**Pin map**

Pins as bars across the die edge, other pins in grey.
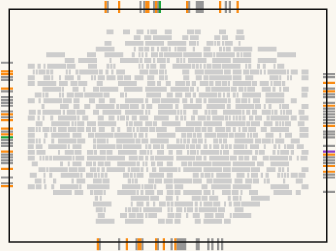
**Clock routing**

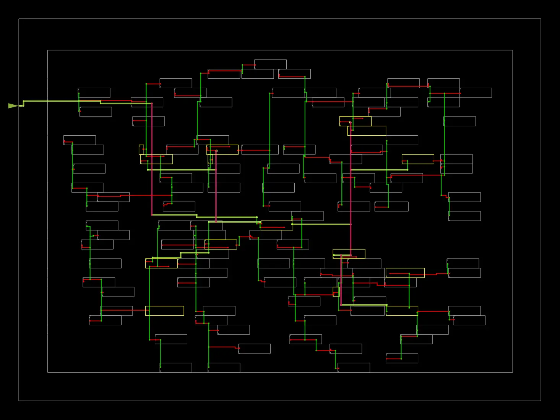
**Sequential cells coloured by netlist name**

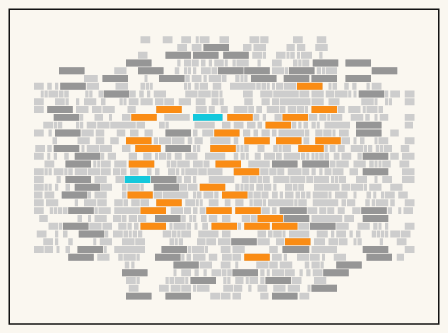
**Signal wires by layer**

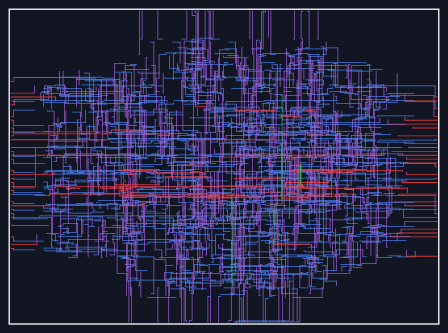
==> config.mk <==
export PLATFORM = sky130hd
export DESIGN_NAME = seq_logic_unit
export DESIGN_NICKNAME = d
export VERILOG_FILES = /design/src/rtl/seq_logic_unit.sv
export SDC_FILE = /design/constraint.sdc
export NUM_CORES = 1
export LEC_CHECK = 0
export CAP_MARGIN = 30
export CORE_ASPECT_RATIO = 0.7
export CORE_MARGIN = 8
export CORE_UTILIZATION = 48
export DETAILED_ROUTE_END_ITERATION = 8
export HOLD_SLACK_MARGIN = 0.08
export PLACE_DENSITY = 0.77
export SETUP_SLACK_MARGIN = 0.5
export SLEW_MARGIN = 10
export SYNTH_ARGS = -nofsm -noshare
export SYNTH_HDL_FRONTEND = slang
export SYNTH_SLANG_ARGS = --single-unit
==> constraint.sdc <==
create_clock -name clk -period 2.2 [get_ports clk]
set_input_delay 0.33 -clock clk [delete_from_list [all_inputs] [get_ports clk]]
set_output_delay 0.33 -clock clk [all_outputs]
set_load 0.02 [all_outputs]
==> flow_metrics.tcl <==
# collected from the flow reports
set metrics [dict create \
    fin_setup_tns_ps -67.2 \
    critPathBufInv 2 \
    cts-htree-levels 3 \
    antennaDiodeCount 0 \
    netlist_top_cells_count "dfrtp_1, nand2_1, o21ai_0" \
    layout.cells.most_common "dfrtp_1" \
    core_area_um2 12300 \
    endpoint_kind "flop" \
    post-cts-setup-buffers 1 \
    wl_met2_um 7290 \
    post-synth-top-area-fraction_pct 42.9 \
    yosysTopAreaCell "dfrtp_1" \
    cell_internal_pwr_uw 4130 \
    critPathSlowestCell "or4_4" \
    drv.max_cap_violation_count 0 \
    final_net_count 896 \
    synth.lib_cells_used.distinct 39 \
    synthesis.instances 629 \
    final.setup.worst_slack_ps -67.2 \
    cts_tree "done" \
    final.min_clock_period_ps 2270 \
    cts.reportedPaths.clkPinSlew_ps 70 \
    inv_count 71 \
    worst_hold_path_cells 3 \
    ant_nets 0 \
    dpl_worst_slack_ps 30.5 \
    instances_no_fill 923 \
    areaGrowthSynthToFinish_pct 33.7 \
    worst-r2r-cell-count 8 \
    clock_buffers 11 \
    yosys_warnings 0 \
    post_synthesis_instance_area_um2 6010 \
    mostFrequentLayoutCells "dfrtp_1, nand2_1, o21ai_0" \
    final_hold_vios 0 \
    design.seq.count 103 \
    ys_async_sr_fraction_pct 100 \
    gr-usage-all-layers_pct 19.1 \
    failed_checks "setup timing" \
    enable_flop_cells 0 \
    grt.met1_usage_pct 25.2 \
    comb_area_share_pct 39.5 \
    cp_data_arrival_time_ps 2530 \
    setup_violations 1 \
    cp_cell_sequence "buf_12, buf_4, xor2_1, o22ai_1, a21oi_1, nand4_1, or4_4, o31ai_4" \
    grt_pass1_wl_um 25000 \
    ctsLongestPathBuffers 2 \
    worst_ir_drop_vdd_mv 0.448 \
    crit_family "simple AND/OR/NAND/NOR gates" \
    signal_buffer_area_fraction_pct 18.5 \
    max_freq_ghz 0.441 \
    fp.dieArea_um2 16400 \
    routed-wl-met3_um 1420 \
    cts_hold_buf 1 \
    drive_above_1_share_pct 13.9 \
    timing.critical_path.fanout_max 7 \
    placed_cells 896 \
    outcome "finished, violations left" \
    layout.cell_area.non_filler_um2 8040 \
    yosys_stat_cell_total 629 \
    yosys-stat-area_um2 6010 \
    yosys_most_used_dff "dfrtp_1" \
    ctsRootBufferMaster "clkbuf_16" \
    net-switching-power_uw 1870 \
    comb_power_share_pct 32.0 \
    count_of_tritonroute_iterations_in_the_first_routing_pass 5 \
    post-route-period-util_pct 103 \
    start_kind "flop" \
    final_total_pwr_uw 6000 \
    yosysSeqAreaShare_pct 42.9 \
    post_cts_resized 38 \
    leakagePower_uw 0.00400 \
    final_hold_slack_ps 456 \
    crit_path_kind "flop to flop" \
    drt_met1_wl_um 7190 \
    postSynthRegisterBits 103 \
    warnings 64 \
    global_route.usage.met3_pct 5.84 \
    pwr-share-seq_pct 38.1 \
    ys_top_cells_by_area "dfrtp_1, ha_1, o21ai_0" \
    grt-busiest-layer "met2" \
    synth_nets 768 \
    r2r_setup_slack_ps -70 \
    max_slew_margin_pct 59.7 \
    cp_num_cells 8 \
    swShare_pct 31.1 \
    antenna_violations_before_repair 0 \
    clock_power_share_pct 29.9 \
    drt_iter0_drc 304 \
]
About 'pin map':
[purple] `in_ready` | pins: 1 | direction: output | edge: east
[orange] `input_b` | pins: 32 | direction: input | edge: 10 west, 8 north, 7 east, 7 south
[green] `op` | pins: 2 | direction: input | edge: 1 west, 1 north
IO buf count: 105
height of the die: 110 um
die outline width: 150 um

About 'clock routing':
clock buffers created by TritonCTS: 9
clock latency on the worst-skew pair: 350 ps
Clock net power: 1800 uW
final worst clock skew: 6.87 ps

About 'sequential cells coloured by netlist name':
[orange] `result` | sequential cells: 32 | where: centre
[cyan] `r_op` | sequential cells: 2
register cell area after layout: 2580 um^2
proportion of cell area occupied by registers: 32.1%
power consumed by sequential cells: 2280 uW
Final Util: 65.2%

About 'signal wires by layer':
[blue] met1 | wire length: 7190 um
[red] met3 | wire length: 1420 um
[purple] met2 | wire length: 7290 um
[green] met4 | wire length: 165 um
Routed wire per std cell: 17.4 um
detailed-route via count: 4938
routed wire length: 16100 um

power by group through the flow:
stage | Clock, uW | Sequential (uW) | Combinational (uW)
after detailed placement | 0 | 2340 | 1710
after global routing | 1890 | 2310 | 2150
after CTS | 1820 | 2300 | 1750
after global placement | 0 | 2310 | 1660
after floorplan | 0 | 2290 | 1150
final | 1800 | 2280 | 1920
cells by family (layout without fill, tap and decap cells):
| logic type | count (synthesis) | in the layout | synth area share (%) |
|---|---|---|---|
| fa+ha+maj | 68 | 68 | 14.1 |
| simple gates | 130 | 130 | 9.76 |
| flops | 103 | 103 | 42.9 |
| mux | 36 | 36 | 6.10 |
| buf+inv | 105 | 237 | 7.32 |
| xor+xnor | 32 | 32 | 4.66 |
| compound gates | 155 | 155 | 15.2 |
No activity file was given, so power comes from the tool's default toggle rates.
